**Run 1: local utilization**

12 x 9 tiles, from white (low) to dark blue (high), 0 to 100% covered.
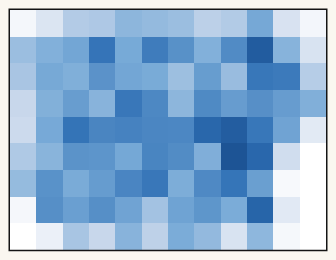
**Run 1: cell placement**

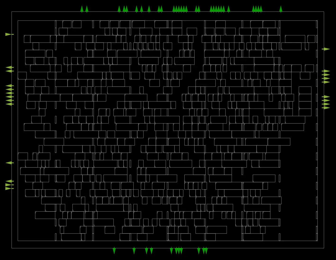
**Run 1: clock distribution**

The bar under the picture is 20 um long.
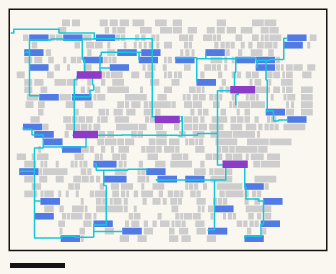
==> src/rtl/fft_agu_pp.sv <==
// Address generator and sequencer for an in-place radix-2 DIT FFT over ping-pong RAMs.
// Reads come from RAM[stage[0]]; results return LAT cycles later into the other RAM.
module fft_agu_pp #(
    parameter int LOGN = 11,
    parameter int LAT  = 1
) (
    input  logic            clk,
    input  logic            reset,
    input  logic            start,
    output logic            busy,
    output logic            done,
    output logic            rdsel,
    output logic            resultsel,
    output logic            we0,
    output logic [LOGN-1:0] adr0a,
    output logic [LOGN-1:0] adr0b,
    output logic            we1,
    output logic [LOGN-1:0] adr1a,
    output logic [LOGN-1:0] adr1b,
    output logic [LOGN-2:0] twiddleadr
);
    localparam int SW = $clog2(LOGN);
    localparam int BW = LOGN - 1;
    localparam logic [SW-1:0] LAST_STAGE = SW'(LOGN - 1);
    localparam logic [2:0]    LAT3       = 3'(LAT);
    localparam logic [BW-1:0] ALL_ONES   = {BW{1'b1}};

    typedef enum logic [1:0] {IDLE, RUN, DRAIN, DONE} state_t;

    state_t          state_q, state_d;
    logic [SW-1:0]   stage_q, stage_d;
    logic [BW-1:0]   bfly_q, bfly_d;
    logic [2:0]      drain_q, drain_d;

    always_ff @(posedge clk) begin
        if (reset) begin
            state_q <= IDLE;
            stage_q <= '0;
            bfly_q  <= '0;
            drain_q <= '0;
        end else begin
            state_q <= state_d;
            stage_q <= stage_d;
            bfly_q  <= bfly_d;
            drain_q <= drain_d;
        end
    end

    always_comb begin
        state_d = state_q;
        stage_d = stage_q;
        bfly_d  = bfly_q;
        drain_d = drain_q;
        case (state_q)
            IDLE, DONE: begin
                if (start) begin
                    state_d = RUN;
                    stage_d = '0;
                    bfly_d  = '0;
                end
            end
            RUN: begin
                bfly_d = bfly_q + 1'b1;
                if (bfly_q == ALL_ONES) begin
                    state_d = DRAIN;
                    drain_d = LAT3;
                end
            end
            DRAIN: begin
                drain_d = drain_q - 1'b1;
                // The last drain cycle carries the final write of the stage.
                if (drain_q == 3'd1) begin
                    if (stage_q < LAST_STAGE) begin
                        state_d = RUN;
                        stage_d = stage_q + 1'b1;
                        bfly_d  = '0;
                    end else begin
                        state_d = DONE;
                    end
                end
            end
            default: state_d = IDLE;
        endcase
    end

    logic              rd_valid;
    logic [LOGN-1:0]   ja, jb, rd_a, rd_b;
    logic [2*LOGN-1:0] rot_a, rot_b;

    // Rotate-left within LOGN bits: shift a doubled copy and keep the upper half.
    always_comb begin
        rd_valid = (state_q == RUN);
        ja       = {bfly_q, 1'b0};
        jb       = {bfly_q, 1'b1};
        rot_a    = {ja, ja} << stage_q;
        rot_b    = {jb, jb} << stage_q;
        rd_a     = rd_valid ? rot_a[2*LOGN-1 -: LOGN] : '0;
        rd_b     = rd_valid ? rot_b[2*LOGN-1 -: LOGN] : '0;
    end

    logic [LOGN-1:0] dl_a_q [LAT];
    logic [LOGN-1:0] dl_b_q [LAT];
    logic [LAT-1:0]  dl_v_q;
    logic [LAT-1:0]  dl_s_q;

    always_ff @(posedge clk) begin
        if (reset) begin
            for (int i = 0; i < LAT; i++) begin
                dl_a_q[i] <= '0;
                dl_b_q[i] <= '0;
            end
            dl_v_q <= '0;
            dl_s_q <= '0;
        end else begin
            dl_a_q[0] <= rd_a;
            dl_b_q[0] <= rd_b;
            dl_v_q[0] <= rd_valid;
            dl_s_q[0] <= stage_q[0];
            for (int i = 1; i < LAT; i++) begin
                dl_a_q[i] <= dl_a_q[i-1];
                dl_b_q[i] <= dl_b_q[i-1];
                dl_v_q[i] <= dl_v_q[i-1];
                dl_s_q[i] <= dl_s_q[i-1];
            end
        end
    end

    logic            wr_v, wr_s;
    logic [LOGN-1:0] wr_a, wr_b;

    always_comb begin
        wr_v       = dl_v_q[LAT-1];
        wr_s       = dl_s_q[LAT-1];
        wr_a       = dl_a_q[LAT-1];
        wr_b       = dl_b_q[LAT-1];
        busy       = (state_q == RUN) || (state_q == DRAIN);
        done       = (state_q == DONE);
        rdsel      = stage_q[0];
        we0        = wr_v & wr_s;
        we1        = wr_v & ~wr_s;
        adr0a      = (rd_valid & ~rdsel) ? rd_a : (we0 ? wr_a : '0);
        adr0b      = (rd_valid & ~rdsel) ? rd_b : (we0 ? wr_b : '0);
        adr1a      = (rd_valid & rdsel)  ? rd_a : (we1 ? wr_a : '0);
        adr1b      = (rd_valid & rdsel)  ? rd_b : (we1 ? wr_b : '0);
        twiddleadr = rd_valid ? (bfly_q & ~(ALL_ONES >> stage_q)) : '0;
    end

    assign resultsel = (((LOGN - 1) % 2) == 0);
endmodule

==> config.mk <==
export PLATFORM = sky130hd
export DESIGN_NAME = fft_agu_pp
export DESIGN_NICKNAME = d
export VERILOG_FILES = /design/src/rtl/fft_agu_pp.sv
export SDC_FILE = /design/constraint.sdc
export NUM_CORES = 1
export LEC_CHECK = 0
export CORE_ASPECT_RATIO = 0.75
export CORE_MARGIN = 2
export CORE_UTILIZATION = 40
export DETAILED_ROUTE_END_ITERATION = 8
export GPL_TIMING_DRIVEN = 0
export MAX_ROUTING_LAYER = met4
export SLEW_MARGIN = 10
export SYNTH_ARGS = -nofsm -noshare
export SYNTH_HDL_FRONTEND = slang
export SYNTH_SLANG_ARGS = --single-unit
==> constraint.sdc <==
create_clock -name clk -period 3.15 [get_ports clk]
set_input_delay 0.4725 -clock clk [delete_from_list [all_inputs] [get_ports clk]]
set_output_delay 0.4725 -clock clk [all_outputs]
set_load 0.02 [all_outputs]
==> Changelog: implementation, run 1 <==
### Implementation results

- Status: complete, but fails checks
- Violations in the final reports: negative setup slack
- Area of the die: 10100 um2
- Total length of routed met3 wires: 1380 um
- LEAKAGE: 2.11 nW
- Top delay family on crit path: buffers and inverters
- Logic gate share of total power: 45.9%
- Simple-gate area share of the yosys netlist: between 20% and 30%
- Crit path max-delay cell type: sky130_fd_sc_hd__clkdlybuf4s50_1
- Max-slew violations: 0
- Via count of the first global-routing pass: 3753
- Maximum number of pins on one net before global-route repair: 14
- Violation count after the first detailed-route iteration: 447
- Detailed Routing Iterations Pass 1: 5
- Post-synthesis cell area: 3730 um2
- Clk latency late pin: 300 ps
- Top Consumer: combinational logic
- Reported max-cap violation count: 0
- Switch Pwr: 0.942 mW
- Dominant non-sequential cell family after synthesis: AND-OR/OR-AND gates
- Number of buffers inserted during clock tree synthesis: 5
- Wire length of the first global-routing pass: 21200 um
- Tot GR Track Use: 28.4%
- Cycle use final: 100%
- CP required: 2680 ps
- Number of setup violations in the final report: 1
- Routability Congestion: 0.987
- Number of setup buffers added after CTS: 0
- Met1 Track Usage GR: 41.8%
- Internal power: 1.21 mW
- DR top layer: met4
- Element type at the critical path start: flip-flop
- Power attributed to sequential cells: 0.632 mW
- Buf/Inv on CP: 3
- Number of buffers inserted for hold repair after clock tree synthesis: 0
- Syn avg cell area: between 8 and 9 um2
- HPWL after DPL: 10100 um
- Post-synthesis async set-or-reset flop share: 0%
- Most frequently used cell type in the post-synthesis netlist: sky130_fd_sc_hd__dfxtp_1
- Category of the worst setup path capture point: primary output
- Net count after synthesis: ~470
- Count of antenna-violating nets left after detailed routing: 0
- Yosys top cell by area: sky130_fd_sc_hd__dfxtp_1
- Maximum fanout encountered on the critical timing path: 10
- Path type of the worst setup path: reg2out
- Overall routed net length: 13500 um
- Number of antenna violations at the first check in global routing: 0
- Final worst setup slack: -9.42 ps
- Port Buffer Count: 61
- Flip-flop cell with the highest count after synthesis: sky130_fd_sc_hd__dfxtp_1
- Flip-flops with a built-in enable: 0
Notes on 'local utilization' above:
densest ninth of the die: centre
tiles over 75% full: 5.6%
mean over tiles: 46%
fullest tile: 86%
emptiest ninth of the die: lower right
nearly empty tiles: 4.6%
placeable core area: 9050 um2
post-layout util: 53.0%

Notes on 'cell placement' above:
sequential cell area share: 18.1%
Tapcells: 128
fillers: 893
floorplan row count: 30

Notes on 'clock distribution' above:
[purple] cells driving clock nets | count: 5
[blue] flip-flops | count: 43
[cyan] clock wires | length: 726 um
routed clock nets: 6
flops lie: all over the die
clock network fraction of design power: 24.6%
clock network power: 0.529 mW

==> run 1: area by class of cell <==
type / count / area, um2
clock inverters: 2 / 12.5
fillers: 893 / 4250
repair buffers: 62 / 639
plain buffers: 46 / 299
multi-input cells: 351 / 2620
flip-flops and latches: 43 / 868
clock buffers: 6 / 129
inverters: 17 / 65.1
well taps: 128 / 160
==> run 1: worst min-delay path, stage by stage (launching register included) <==
cell                      delay [ps]
sky130_fd_sc_hd__dfxtp_1         300
sky130_fd_sc_hd__inv_1            90
sky130_fd_sc_hd__o31ai_1          80
==> run 1: final timing paths <==
check	start	end	slack [ps]	depth (start not counted)
setup / recovery	stage_q[1]	adr0a[4]	-9	7
hold / removal	drain_q[1]	drain_q[1]	510	2
setup reg to reg	state_q[0]	bfly_q[6]	800	8
hold reg to reg	drain_q[1]	drain_q[1]	510	2
## Run 2: what changed since run 1
--- a/config.mk
+++ b/config.mk
@@ -11,6 +11,7 @@
 export DETAILED_ROUTE_END_ITERATION = 8
 export GPL_TIMING_DRIVEN = 0
 export MAX_ROUTING_LAYER = met4
+export PLACE_DENSITY = 0.65
 export SLEW_MARGIN = 10
 export SYNTH_ARGS = -nofsm -noshare
 export SYNTH_HDL_FRONTEND = slang
==> constraint.sdc (replaced) <==
create_clock -name clk -period 2.69 [get_ports clk]
set_input_delay 0.4035 -clock clk [delete_from_list [all_inputs] [get_ports clk]]
set_output_delay 0.4035 -clock clk [all_outputs]
set_load 0.02 [all_outputs]
**Run 2: cell placement**

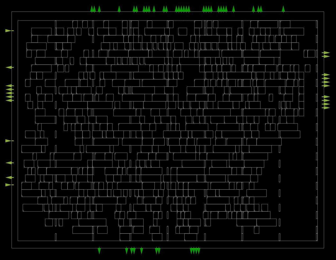
post-layout util: 54.7%
flip-flops: 43

**Run 2: local utilization**

12 x 9 tiles, from white (low) to dark blue (high), 0 to 100% covered.
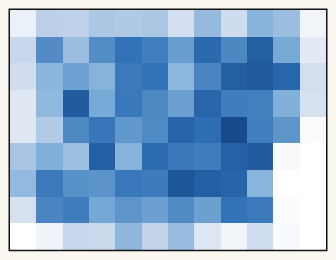
densest ninth of the die: centre
nearly empty tiles: 5.6%
tiles over 75% full: 16%
fullest tile: 89%
emptiest ninth of the die: lower right
mean over tiles: 47%
Pre-Place Util: 41.3%

**Run 2: the metal 3 layer**

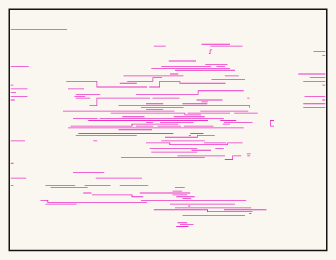
wire length on this layer: 1540 um
share of all routed wire: 11%
longest straight run: 63.9 um
main direction: horizontal
GR Util met3: 8.44%
overall routed net length: 14000 um
total vias in the final route: 4149

==> Changelog: implementation, run 2 <==
### Implementation results

- Crit path max-delay cell type: sky130_fd_sc_hd__mux4_2
- Dominant non-sequential cell family after synthesis: AND-OR/OR-AND gates
- Number of setup violations in the final report: 0 (-1)
- Post-synthesis async set-or-reset flop share: 0% (unchanged)
- Logic inverters: 17 (unchanged)
- Count of cells resized by post-cts repair: 219
- Fillers: 854 (-4.4%)
- Port Buffer Count: 61 (unchanged)
- Cell kind with the greatest summed area: combinational gates
- Yosys warns: 0
- Maximum number of pins on one net before global-route repair: 14 (unchanged)
- Non-clock buffers, area share: 18.8% (-0.73 points)
- Top Consumer: combinational logic
- Minimum setup slack among reg-to-reg paths: 320 ps (-480 ps)
- Buffer count excluding the clock tree in the final layout: 123 (+14%)
- Ao+oa area frac: 27.3%
- LEAKAGE: 2.01 nW (-4.8%)
- Sequential cell area in the final layout: 870 um2 (+0.14%)
- Clock network fraction of design power: 23.7% (-0.9 points)
- Simple-gate area share of the yosys netlist: 20.7% (unchanged)
- Wire length of the first global-routing pass: 21900 um (+3.1%)
- Most frequently used cell type in the post-synthesis netlist: sky130_fd_sc_hd__dfxtp_1
- Sequential cell area share: 17.6% (-0.53 points)
- Final worst setup slack: 26.5 ps (+35.9 ps)
- Path type of the worst setup path: reg2out
- CP required: 2290 ps (-390 ps)
- CTS tree: built
- Logic gate share of total power: 47.7% (+1.8 points)
- Clk latency late pin: 300 ps (about the same)
- Worst min-delay path endpoint: drain_q[1]
- Share of the synthesized area in the top cell type: 23.1%
- Buf/Inv on CP: 2 (-1)
- Fraction of final layout cells sized beyond drive strength 1: 32.5%
- Sw frac: approximately 44%
- Routability Congestion: 0.979 (-0.82%)
- Top Layout Cells: sky130_fd_sc_hd__nand2_1 (40), sky130_fd_sc_hd__dfxtp_1 (40), sky130_fd_sc_hd__buf_2 (33), sky130_fd_sc_hd__a21oi_1 (33), sky130_fd_sc_hd__nor2_1 (27)
- Element type at the critical path start: flip-flop
- Maximum fanout encountered on the critical timing path: 5 (-5)
- Final hold violation count: 0
- Count of antenna-violating nets left after detailed routing: 0 (unchanged)
- Detailed Routing Iterations Pass 1: 5 (unchanged)
- Number of antenna violations at the first check in global routing: 0 (unchanged)
- Start of the worst register-to-register path: state_q[0]
- Floorplan row count: 30 (unchanged)
- Multi-input combinational cell count: 351 (unchanged)
- Via count of the first global-routing pass: 4021 (+7.1%)
- Power attributed to sequential cells: 0.742 mW (+17%)
- Fraction of area in multi-input gates: 56.2% (+1.5 points)
- Reported max-cap violation count: 0 (unchanged)
- Clock buffer cells: 6 (unchanged)
- Net count after synthesis: 472 (unchanged)
- Count of cells along the worst register-to-register path: 8 (unchanged)
- Internal power: 1.45 mW (+20%)
- Reg-to-reg critical path endpoint: bfly_q[6]
- HPWL after DPL: 10200 um (+0.51%)
- Area of the die: 10100 um2 (unchanged)
- Post-synthesis cell area: 3730 um2 (unchanged)
- Syn avg cell area: 8.11 um2 (unchanged)
- Flip-flop cell with the highest count after synthesis: sky130_fd_sc_hd__dfxtp_1
- Max-slew violations: 0 (unchanged)
- Count of warning messages emitted by the tools: 33
- Clock buffers and inverters, area share: 2.86% (-0.091 points)
- Category of the worst setup path capture point: primary output
- Switch Pwr: 1.14 mW (+21%)
- Hold path cells: 2 (unchanged)
- Clock network power: 0.615 mW (+16%)
- Number of distinct standard cells referenced by the synthesized netlist: ~72
- Met1 Track Usage GR: 40.3% (-1.4 points)
- Transition time of the tightest slew-check pin: 598 ps
- Upper clock frequency limit: 375 MHz
- Startpoint of the worst setup timing path: stage_q[1]
- Placeable core area: 9050 um2 (unchanged)
- Comb gate area: 2780 um2 (+6.0%)
- Yosys top cell by area: sky130_fd_sc_hd__dfxtp_1
- Total power: 2.59 mW
- Number of setup buffers added after CTS: 10 (+10)
- Status: complete, no violations
- Flip-flops with a built-in enable: 0 (unchanged)
- Origin of the worst min-delay path: drain_q[1]
- Cycle use final: 99.0%
- Number of buffers inserted for hold repair after clock tree synthesis: 0 (unchanged)
- Number of buffers inserted during clock tree synthesis: 5 (unchanged)
- Violation count after the first detailed-route iteration: 417 (-6.7%)
- Area contributors post-synth: sky130_fd_sc_hd__dfxtp_1 (23%), sky130_fd_sc_hd__mux4_2 (6.0%), sky130_fd_sc_hd__a21oi_1 (4.4%), sky130_fd_sc_hd__nand2_1 (4.1%), sky130_fd_sc_hd__mux2i_1 (3.5%)
- Tapcells: 128 (unchanged)
- Tot GR Track Use: 29.0% (+0.61 points)
- Top delay family on crit path: multiplexers
## run 2: cell counts after synthesis
Identical to the previous run, type by type.
## run 2: stage by stage
stage                     cells  setup TNS [ps]
final                       670               0
after global routing        670           -76.9
after CTS                   665            -318
after floorplan             460               0
after global placement      649          -22300
after detailed placement    649          -23140
## run 2: worst max-delay path by stage
stage,to,slack [ps],depth (start not counted)
finish,adr0b[8],30,6
global route,adr0b[8],-20,6
CTS,adr0b[8],-130,6
detailed placement,adr0b[8],-920,11
global placement,adr0b[8],-890,11
floorplan,adr0b[4],230,5
## run 2: metal layers
metal	up-vias	routed length, um	part of all wire [%]
met1	2051	6100	44
met4	0	142	1.0
li1	1863	-	-
met2	216	6200	44
met3	19	1540	11
met5	-	0	0
Power and IR drop assume default switching activity.
